## src/rtl/mips32_mem_arbiter_pkg.sv

```systemverilog
// Shared core definitions used by the memory arbiter: FSM and owner encodings,
// plus the size of the word-addressed memory.
package mips32_pkg;

  localparam int MEM_WORDS = 1024;

  typedef enum logic [1:0] {
    ARB_IDLE  = 2'd0,
    ARB_ISSUE = 2'd1,
    ARB_WAIT  = 2'd2
  } arb_state_e;

  typedef enum logic {
    OWN_IF = 1'b0,
    OWN_DM = 1'b1
  } arb_owner_e;

endpackage

```

## src/rtl/mips32_mem_arbiter_if.sv

```systemverilog
// Bundle of fetch port, data port and memory-side signals of the arbiter.
// Handshake: a requester holds *_req with its address/data stable until *_gnt is seen high
// in the same cycle; *_rvalid is a one-cycle pulse that needs no acknowledge.
interface mips32_mem_arbiter_if import mips32_pkg::*; #(
  parameter int AW = 10
);

  logic          if_req;
  logic [AW-1:0] if_addr;
  logic          if_flush;
  logic          if_gnt;
  logic          if_rvalid;
  logic [31:0]   if_rdata;

  logic          dm_req;
  logic          dm_we;
  logic [AW-1:0] dm_addr;
  logic [31:0]   dm_wdata;
  logic          dm_gnt;
  logic          dm_rvalid;
  logic [31:0]   dm_rdata;

  logic          mem_en;
  logic          mem_we;
  logic [AW-1:0] mem_addr;
  logic [31:0]   mem_wdata;
  logic [31:0]   mem_rdata;

  arb_state_e    dbg_state;
  logic [7:0]    dbg_starve_cnt;

  // Arbiter side
  modport slave (
    input  if_req, if_addr, if_flush, dm_req, dm_we, dm_addr, dm_wdata, mem_rdata,
    output if_gnt, if_rvalid, if_rdata, dm_gnt, dm_rvalid, dm_rdata,
           mem_en, mem_we, mem_addr, mem_wdata, dbg_state, dbg_starve_cnt
  );

  // Core pipeline and memory side
  modport master (
    output if_req, if_addr, if_flush, dm_req, dm_we, dm_addr, dm_wdata, mem_rdata,
    input  if_gnt, if_rvalid, if_rdata, dm_gnt, dm_rvalid, dm_rdata,
           mem_en, mem_we, mem_addr, mem_wdata, dbg_state, dbg_starve_cnt
  );

endinterface

```

## src/rtl/mips32_arb_pick.sv

```systemverilog
// Winner select for the memory arbiter: data port first, unless fetch has been passed
// over STARVE_MAX times in a row while waiting.
module mips32_arb_pick #(
  parameter int STARVE_MAX = 3,
  parameter int SW         = $clog2(STARVE_MAX + 1)
) (
  input  logic          clk1,
  input  logic          rst,
  input  logic          idle_i,
  input  logic          if_req_i,
  input  logic          if_flush_i,
  input  logic          dm_req_i,
  output logic          if_win_o,
  output logic          dm_win_o,
  output logic [SW-1:0] starve_cnt_o
);

  logic [SW-1:0] starve_q;
  logic [SW-1:0] starve_d;
  logic          starve_full;

  assign starve_full  = (starve_q == SW'(STARVE_MAX));
  assign starve_cnt_o = starve_q;

  always_comb begin
    if_win_o = idle_i && if_req_i && !if_flush_i && (!dm_req_i || starve_full);
    dm_win_o = idle_i && dm_req_i && !if_win_o;
    starve_d = starve_q;
    // Only a fetch that is really waiting (not being flushed) counts as passed over.
    if (!if_req_i || if_win_o) begin
      starve_d = '0;
    end else if (dm_win_o && !if_flush_i && !starve_full) begin
      starve_d = starve_q + SW'(1);
    end
  end

  always_ff @(posedge clk1) begin
    if (rst) begin
      starve_q <= '0;
    end else begin
      starve_q <= starve_d;
    end
  end

endmodule

```

## src/rtl/mips32_mem_arbiter.sv

```systemverilog
// Single-port word memory shared by instruction fetch and the MEM stage; one transaction
// outstanding at a time, sequenced IDLE -> ISSUE -> (WAIT for reads) -> IDLE.
module mips32_mem_arbiter import mips32_pkg::*; #(
  parameter int AW         = 10,
  parameter int MEM_LAT    = 1,
  parameter int STARVE_MAX = 3
) (
  input logic                 clk1,
  input logic                 rst,
  mips32_mem_arbiter_if.slave bus
);

  localparam int LW = (MEM_LAT > 1) ? $clog2(MEM_LAT) : 1;
  localparam int SW = $clog2(STARVE_MAX + 1);

  arb_state_e    state_q;
  arb_owner_e    owner_q;
  logic [LW-1:0] lat_q;
  logic          rsp_q;
  logic          flushed_q;
  logic          mem_en_q;
  logic          mem_we_q;
  logic [AW-1:0] mem_addr_q;
  logic [31:0]   mem_wdata_q;
  logic          if_rvalid_q;
  logic [31:0]   if_rdata_q;
  logic          dm_rvalid_q;
  logic [31:0]   dm_rdata_q;

  logic          if_win;
  logic          dm_win;
  logic [SW-1:0] starve_cnt;

  mips32_arb_pick #(
    .STARVE_MAX (STARVE_MAX),
    .SW         (SW)
  ) u_pick (
    .clk1         (clk1),
    .rst          (rst),
    .idle_i       (state_q == ARB_IDLE),
    .if_req_i     (bus.if_req),
    .if_flush_i   (bus.if_flush),
    .dm_req_i     (bus.dm_req),
    .if_win_o     (if_win),
    .dm_win_o     (dm_win),
    .starve_cnt_o (starve_cnt)
  );

  always_ff @(posedge clk1) begin
    if (rst) begin
      state_q     <= ARB_IDLE;
      owner_q     <= OWN_IF;
      lat_q       <= '0;
      rsp_q       <= 1'b0;
      flushed_q   <= 1'b0;
      mem_en_q    <= 1'b0;
      mem_we_q    <= 1'b0;
      mem_addr_q  <= '0;
      mem_wdata_q <= '0;
      if_rvalid_q <= 1'b0;
      if_rdata_q  <= '0;
      dm_rvalid_q <= 1'b0;
      dm_rdata_q  <= '0;
    end else begin
      mem_en_q    <= 1'b0;
      mem_we_q    <= 1'b0;
      if_rvalid_q <= 1'b0;
      dm_rvalid_q <= 1'b0;
      // A flush seen at any point of an IF transaction kills its response.
      if (owner_q == OWN_IF && state_q != ARB_IDLE && bus.if_flush) begin
        flushed_q <= 1'b1;
      end
      case (state_q)
        ARB_IDLE: begin
          flushed_q <= 1'b0;
          if (if_win) begin
            state_q     <= ARB_ISSUE;
            owner_q     <= OWN_IF;
            mem_en_q    <= 1'b1;
            mem_we_q    <= 1'b0;
            mem_addr_q  <= bus.if_addr;
            mem_wdata_q <= '0;
          end else if (dm_win) begin
            state_q     <= ARB_ISSUE;
            owner_q     <= OWN_DM;
            mem_en_q    <= 1'b1;
            mem_we_q    <= bus.dm_we;
            mem_addr_q  <= bus.dm_addr;
            mem_wdata_q <= bus.dm_wdata;
          end
        end
        ARB_ISSUE: begin
          if (mem_we_q) begin
            state_q <= ARB_IDLE;
          end else begin
            state_q <= ARB_WAIT;
            lat_q   <= LW'(MEM_LAT - 1);
            rsp_q   <= 1'b0;
          end
        end
        ARB_WAIT: begin
          // rsp_q marks the cycle the rvalid pulse is out; IDLE follows it.
          if (rsp_q) begin
            state_q <= ARB_IDLE;
            rsp_q   <= 1'b0;
          end else if (lat_q == '0) begin
            rsp_q <= 1'b1;
            if (owner_q == OWN_DM) begin
              dm_rdata_q  <= bus.mem_rdata;
              dm_rvalid_q <= 1'b1;
            end else if (!flushed_q && !bus.if_flush) begin
              if_rdata_q  <= bus.mem_rdata;
              if_rvalid_q <= 1'b1;
            end
          end else begin
            lat_q <= lat_q - LW'(1);
          end
        end
        default: state_q <= ARB_IDLE;
      endcase
    end
  end

  assign bus.if_gnt         = if_win;
  assign bus.dm_gnt         = dm_win;
  assign bus.if_rvalid      = if_rvalid_q;
  assign bus.if_rdata       = if_rdata_q;
  assign bus.dm_rvalid      = dm_rvalid_q;
  assign bus.dm_rdata       = dm_rdata_q;
  assign bus.mem_en         = mem_en_q;
  assign bus.mem_we         = mem_we_q;
  assign bus.mem_addr       = mem_addr_q;
  assign bus.mem_wdata      = mem_wdata_q;
  assign bus.dbg_state      = state_q;
  assign bus.dbg_starve_cnt = 8'(starve_cnt);

endmodule

```

## src/flat_wrapper.sv

```systemverilog
// flat-port wrapper written by rule: the top's interface ports become plain ports
module mips32_mem_arbiter_flat import mips32_pkg::*;
#(
  parameter int AW         = 10,
  parameter int MEM_LAT    = 1,
  parameter int STARVE_MAX = 3
)
  (clk1, rst, bus_if_req, bus_if_addr, bus_if_flush, bus_dm_req, bus_dm_we, bus_dm_addr, bus_dm_wdata, bus_mem_rdata, bus_if_gnt, bus_if_rvalid, bus_if_rdata, bus_dm_gnt, bus_dm_rvalid, bus_dm_rdata, bus_mem_en, bus_mem_we, bus_mem_addr, bus_mem_wdata, bus_dbg_state, bus_dbg_starve_cnt);
  mips32_mem_arbiter_if #(.AW(AW)) bus_i ();
  input logic clk1;
  input logic rst;
  input wire logic [$bits(bus_i.if_req)-1:0] bus_if_req;
  input wire logic [$bits(bus_i.if_addr)-1:0] bus_if_addr;
  input wire logic [$bits(bus_i.if_flush)-1:0] bus_if_flush;
  input wire logic [$bits(bus_i.dm_req)-1:0] bus_dm_req;
  input wire logic [$bits(bus_i.dm_we)-1:0] bus_dm_we;
  input wire logic [$bits(bus_i.dm_addr)-1:0] bus_dm_addr;
  input wire logic [$bits(bus_i.dm_wdata)-1:0] bus_dm_wdata;
  input wire logic [$bits(bus_i.mem_rdata)-1:0] bus_mem_rdata;
  output wire logic [$bits(bus_i.if_gnt)-1:0] bus_if_gnt;
  output wire logic [$bits(bus_i.if_rvalid)-1:0] bus_if_rvalid;
  output wire logic [$bits(bus_i.if_rdata)-1:0] bus_if_rdata;
  output wire logic [$bits(bus_i.dm_gnt)-1:0] bus_dm_gnt;
  output wire logic [$bits(bus_i.dm_rvalid)-1:0] bus_dm_rvalid;
  output wire logic [$bits(bus_i.dm_rdata)-1:0] bus_dm_rdata;
  output wire logic [$bits(bus_i.mem_en)-1:0] bus_mem_en;
  output wire logic [$bits(bus_i.mem_we)-1:0] bus_mem_we;
  output wire logic [$bits(bus_i.mem_addr)-1:0] bus_mem_addr;
  output wire logic [$bits(bus_i.mem_wdata)-1:0] bus_mem_wdata;
  output wire logic [$bits(bus_i.dbg_state)-1:0] bus_dbg_state;
  output wire logic [$bits(bus_i.dbg_starve_cnt)-1:0] bus_dbg_starve_cnt;
  assign bus_i.if_req = bus_if_req;
  assign bus_i.if_addr = bus_if_addr;
  assign bus_i.if_flush = bus_if_flush;
  assign bus_i.dm_req = bus_dm_req;
  assign bus_i.dm_we = bus_dm_we;
  assign bus_i.dm_addr = bus_dm_addr;
  assign bus_i.dm_wdata = bus_dm_wdata;
  assign bus_i.mem_rdata = bus_mem_rdata;
  assign bus_if_gnt = bus_i.if_gnt;
  assign bus_if_rvalid = bus_i.if_rvalid;
  assign bus_if_rdata = bus_i.if_rdata;
  assign bus_dm_gnt = bus_i.dm_gnt;
  assign bus_dm_rvalid = bus_i.dm_rvalid;
  assign bus_dm_rdata = bus_i.dm_rdata;
  assign bus_mem_en = bus_i.mem_en;
  assign bus_mem_we = bus_i.mem_we;
  assign bus_mem_addr = bus_i.mem_addr;
  assign bus_mem_wdata = bus_i.mem_wdata;
  assign bus_dbg_state = bus_i.dbg_state;
  assign bus_dbg_starve_cnt = bus_i.dbg_starve_cnt;
  mips32_mem_arbiter #(.AW(AW), .MEM_LAT(MEM_LAT), .STARVE_MAX(STARVE_MAX)) u_core (.clk1(clk1), .rst(rst), .bus(bus_i));
endmodule
```

## config.mk

```make
export PLATFORM = sky130hd
export DESIGN_NAME = mips32_mem_arbiter_flat
export DESIGN_NICKNAME = d
export VERILOG_FILES = /design/src/rtl/mips32_mem_arbiter_pkg.sv /design/src/rtl/mips32_mem_arbiter_if.sv /design/src/rtl/mips32_arb_pick.sv /design/src/rtl/mips32_mem_arbiter.sv /design/src/flat_wrapper.sv
export SDC_FILE = /design/constraint.sdc
export NUM_CORES = 1
export LEC_CHECK = 0
export CAP_MARGIN = 0
export CORE_AREA = 2 2 106 108
export CTS_BUF_LIST = sky130_fd_sc_hd__clkbuf_8 sky130_fd_sc_hd__clkbuf_16
export DETAILED_ROUTE_END_ITERATION = 8
export DIE_AREA = 0 0 108 110
export PLACE_DENSITY = 0.79
export SLEW_MARGIN = 25
export SYNTH_ARGS = -nofsm -noshare
export SYNTH_HDL_FRONTEND = slang
export SYNTH_SLANG_ARGS = --single-unit
```

## constraint.sdc

```tcl
create_clock -name clk1 -period 2.2 [get_ports clk1]
set_clock_uncertainty 0.2 [all_clocks]
set_input_delay 0.33 -clock clk1 [delete_from_list [all_inputs] [get_ports clk1]]
set_output_delay 0.33 -clock clk1 [all_outputs]
set_load 0.005 [all_outputs]
```

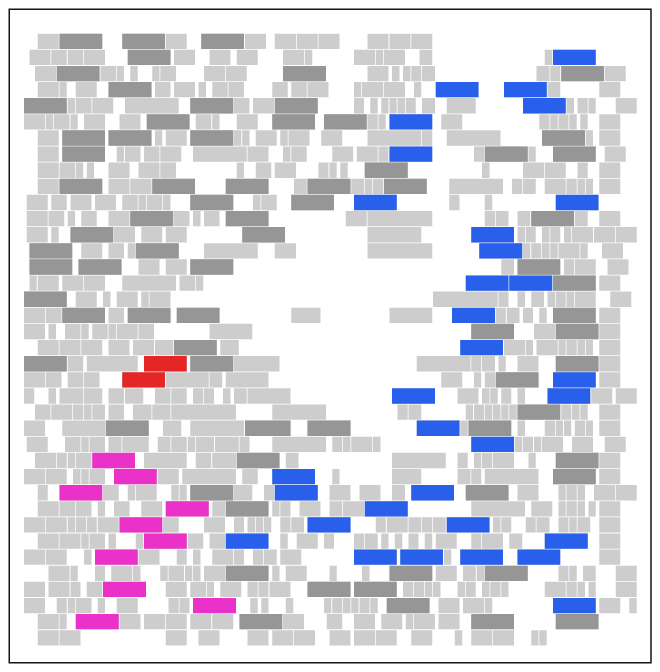
Figure 1: sequential cells coloured by netlist name.
Other sequential cells in the stronger grey, the rest of the logic in the fainter grey.
signal	colour	sequential cells
u_core.bus.if_rdata	blue	32
u_core.u_pick.starve_cnt_o	red	2
u_core.bus.mem_addr	magenta	10
not coloured	73
final core utilization: 0.668
flop share of the area: 0.328
reported sequential group power: 2290 uW
sequential cell area: 2340 sq um

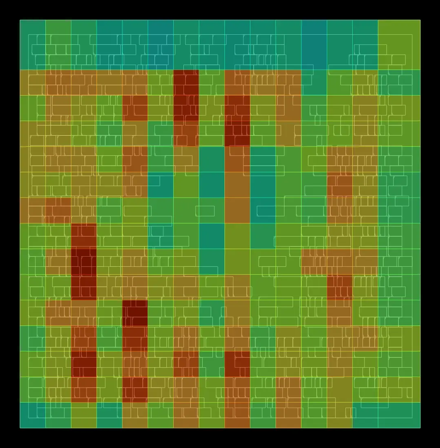
Figure 2: track usage over the die.
GR peak layer: met2
WL per Instance: 15.4 microns
met1 track utilization from global routing: 0.252
Overall Global Routing Usage: 0.221

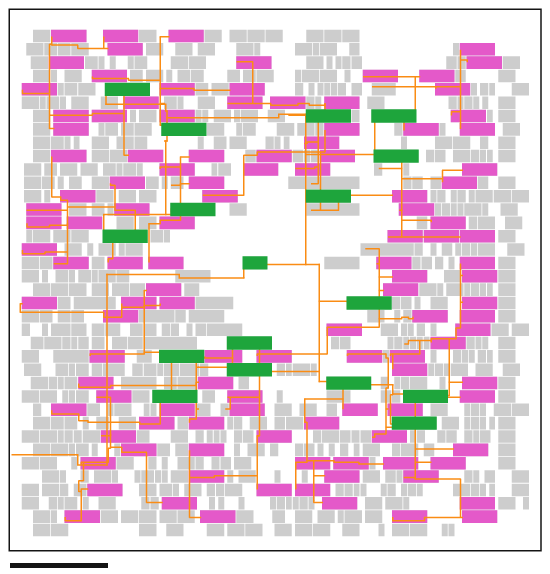
Figure 3: clock network drawn from the DEF.
Scale bar: 20 microns.
[cells driving clock nets] green | count: 17
[clock wires] orange | length: 1460 microns
[flip-flops] magenta | count: 117
routed clock nets	18

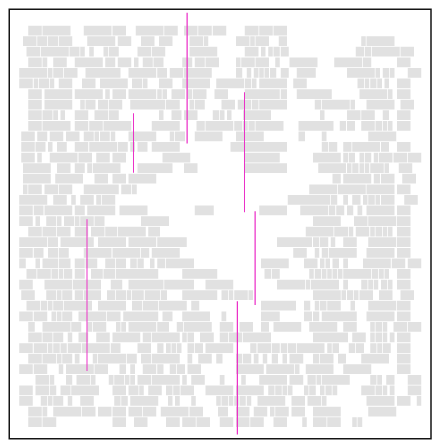
Figure 4: met4 routing.
share of all routed wire	1.3%
main direction	vertical
nets with wire on the layer	4
Total Routed Length: 13100 microns
vias after detailed routing: 4244

==> Implementation_results.wiki <==
=== Synthesis and place and route ===
{| class="wikitable"
! Metric !! Value
|-
| Run status || finished clean
|-
| Number of buffers inserted during clock tree synthesis || 17
|-
| Placed Cells incl. Taps || between 800 and 900
|-
| Total of flip-flops plus latches after synthesis || between 100 and 150
|-
| Most instantiated logic cell after routing || sky130_fd_sc_hd__clkdlybuf4s50_1
|-
| Final Slew Violations || 0
|-
| Fmax achieved || around 460 MHz
|-
| Endpoint kind of the worst setup timing path || register
|-
| Final sequential cell count || 117
|-
| Cell with the largest stage delay on the worst path || sky130_fd_sc_hd__or4_2
|-
| Number of antenna violations at the first check in global routing || 0
|-
| Area growth from synthesis to layout || 68.7%
|-
| Hold_sp || rst
|-
| Total Nets Final || 792
|-
| Synth top cell by count || sky130_fd_sc_hd__dfxtp_1
|-
| Tap cell count || 140
|-
| Post-layout period usage || 0.989
|-
| Sink Count || approximately 120
|-
| Multi-input logic area || 1720 sq um
|-
| Cell class ranked first by area || registers
|-
| Number of buffers inserted by port buffering || between 200 and 250
|-
| CP required || between 2 and 2.5 ns
|-
| Ratio of routed vias to standard cells || between 4 and 5
|-
| First DRT Iteration DRCs || about 240
|-
| Mean post-synth cell area || about 8.6 sq um
|-
| Static leakage power || between 0.002 and 0.003 uW
|-
| Filler-free cell count of the finished design || between 800 and 900
|-
| Hold depth || 2
|-
| Placement Setup Slack || -0.212 ns
|-
| Path category of the worst min-delay check || in -> reg
|-
| OpenROAD warning count || 26
|-
| Total half-perimeter wirelength after legalization and detailed placement || 8860 microns
|-
| Number of buffers and inverters on the critical path || 1
|-
| Count of max-cap constraint violations || 0
|-
| R2r setup slk || 0.02 ns
|-
| Clock tree from TritonCTS || yes
|-
| Type of the worst setup path || reg -> reg
|-
| Number of non-clock buffers in the layout || 228
|-
| Area figure in the yosys stat output || between 4000 and 5000 sq um
|-
| Number of antenna cells inserted || 0
|-
| Top FF cell, synth || sky130_fd_sc_hd__dfxtp_1
|-
| Area leader, netlist || sky130_fd_sc_hd__dfxtp_1
|-
| Routed Antenna Nets || 0
|-
| Cells after Synth || slightly below 500
|-
| Main area contributors || sky130_fd_sc_hd__dfxtp_1 55%, sky130_fd_sc_hd__nand2_1 9.7%, sky130_fd_sc_hd__a21oi_1 9.0%, sky130_fd_sc_hd__a22oi_1 5.7%, sky130_fd_sc_hd__nand2_2 4.3%
|-
| Clock buf count || 19
|-
| Post-synth design cell area || about 4200 sq um
|-
| Warnings, synthesis || 0
|-
| # IOs || ~210
|-
| Standard cell area after detailed placement || ~6500 sq um
|-
| Worst-case setup margin in the final layout || approximately 0.023 ns
|-
| Cell chain of the critical path || or3b_4 -> or4_2 -> buf_12 -> nand2_2 -> a21oi_1
|-
| Placer congestion estimate || 0.789
|-
| Maximum number of pins on one net before global-route repair || ~70
|-
| Endpoint of the lowest-slack register-to-register path || u_core.bus.if_rdata[15]$_SDFFE_PP0P_
|-
| Signal buffers share of area || 0.322
|-
| Clk cell area share || 0.0838
|-
| Fraction of the core area occupied by cells at floorplan || 0.396
|-
| Arrival time worst endpoint || ~2.3 ns
|-
| Die Footprint || 11900 sq um
|-
| Unrepaired setup endpoints after global routing || false
|-
| First drt pass iteration count || 4
|-
| Kind of cell adding the most delay to the critical path || simple AND/OR/NAND/NOR gates
|-
| Start point of the critical path || u_core.bus.dbg_state[1]$_SDFFE_PP0P_
|-
| Number of logic stages on the critical path including buffering || 5
|-
| Maximum clock insertion buffer count || 2
|-
| Number of logic inverters in the finished layout || 2
|-
| Worst-case reg-to-reg path depth || 5
|-
| Fraction of registers with async set/reset || 0
|-
| Crit Reg-Reg Startpoint || u_core.bus.dbg_state[1]$_SDFFE_PP0P_
|-
| DRC errors left || 0
|-
| Total negative slack || 0 ns
|-
| Number of hold buffers added after cts || 0
|-
| Worst slew margin relative to its limit || 0.512
|-
| Top post-synthesis cells by count || 117 x sky130_fd_sc_hd__dfxtp_1, 110 x sky130_fd_sc_hd__nand2_1, 76 x sky130_fd_sc_hd__a21oi_1
|-
| Post-layout min period || 2.18 ns
|-
| Core Box Area || between 10000 and 15000 sq um
|-
| Fraction of standard cell area in multi-input logic || 0.241
|-
| #MultiIn Comb || roughly 340
|-
| Worst path max stage delay || 0.60 ns
|-
| Overflow left after global routing || 0
|-
| Clk root buf || sky130_fd_sc_hd__clkbuf_8
|-
| Worst Hold Endpoint || u_core.bus.dbg_state[0]$_SDFFE_PP0P_
|-
| Vias in the first global route || roughly 4.2k
|-
| Design Area, Final || 7150 sq um
|-
| Post-synth EDFFs || 0
|-
| Transition at the pin with the smallest max-transition slack || approximately 0.73 ns
|-
| Die outline height || ~110 microns
|-
| Critical Path Fanout Max || 33
|-
| Count of instantiated cells in the yosys netlist || between 400 and 500
|-
| Worst voltage drop across the vdd grid || 0.485 mV
|-
| Chip Width || ~110 microns
|-
| Most frequent logic cells in the routed design || 202 x sky130_fd_sc_hd__clkdlybuf4s50_1, 116 x sky130_fd_sc_hd__dfxtp_1, 110 x sky130_fd_sc_hd__nand2_1
|-
| Startpoint type of the worst setup path || register
|-
| Share of Yosys cell area claimed by the top area cell type || 0.553
|}
[where the power goes]
group	switching (uW)	internal, uW
Clock	926	1870
Combinational	335	469
Sequential	62.6	2220
[flip-flops by register name (all words and copies together) (netlist names)]
| name | cells |
|---|---|
| u_core.flushed_q | 1 |
| u_core.bus.mem_addr | 10 |
| u_core.bus.if_rvalid | 1 |
| u_core.bus.dm_rdata | 32 |
| u_core.bus.dm_rvalid | 1 |
| u_core.bus.mem_en | 1 |
| u_core.owner_q | 1 |
| u_core.bus.mem_wdata | 32 |
| u_core.rsp_q | 1 |
| u_core.u_pick.starve_cnt_o | 2 |
| u_core.bus.if_rdata | 32 |
| u_core.bus.dbg_state | 2 |
| u_core.bus.mem_we | 1 |
[stage by stage]
step	hold WS (ns)	total power [uW]
2_1_floorplan	0.232	2620
3_3_place_gp	0.240	3080
3_5_place_dp	0.248	3100
4_1_cts	0.141	5920
5_1_grt	0.170	6100
6_report	0.171	5890
[routing by layer]
layer	global-route usage	routed length, microns	vias up
li1	-	-	2049
met1	0.252	5160	2015
met2	0.383	6550	164
met3	0.0847	1180	16
met4	0.0687	175	0
met5	0	0	-
[logic make-up (layout without fill, tap and decap cells)]
| kind of cell | count (synthesis) | after routing | synth area share |
|---|---|---|---|
| xor gates and xnor gates | 1 | 1 | 0.00207 |
| other | 1 | 6 | 0.000885 |
| AOI/OAI and AO/OA | 124 | 124 | 0.174 |
| and+or+nand+nor | 202 | 202 | 0.212 |
| muxes | 1 | 1 | 0.00236 |
| buffers and inverters | 45 | 259 | 0.0534 |
| adders and majority gates | 1 | 1 | 0.00295 |
| DFF | 117 | 117 | 0.553 |
[repair_timing]
item                       CTS  global route
setup endpoints to repair    2            30
gates resized               11             4
setup buffers                5             0
pin swaps                    1             1
Power figures rest on the tool's default switching activity, not on a simulated workload.
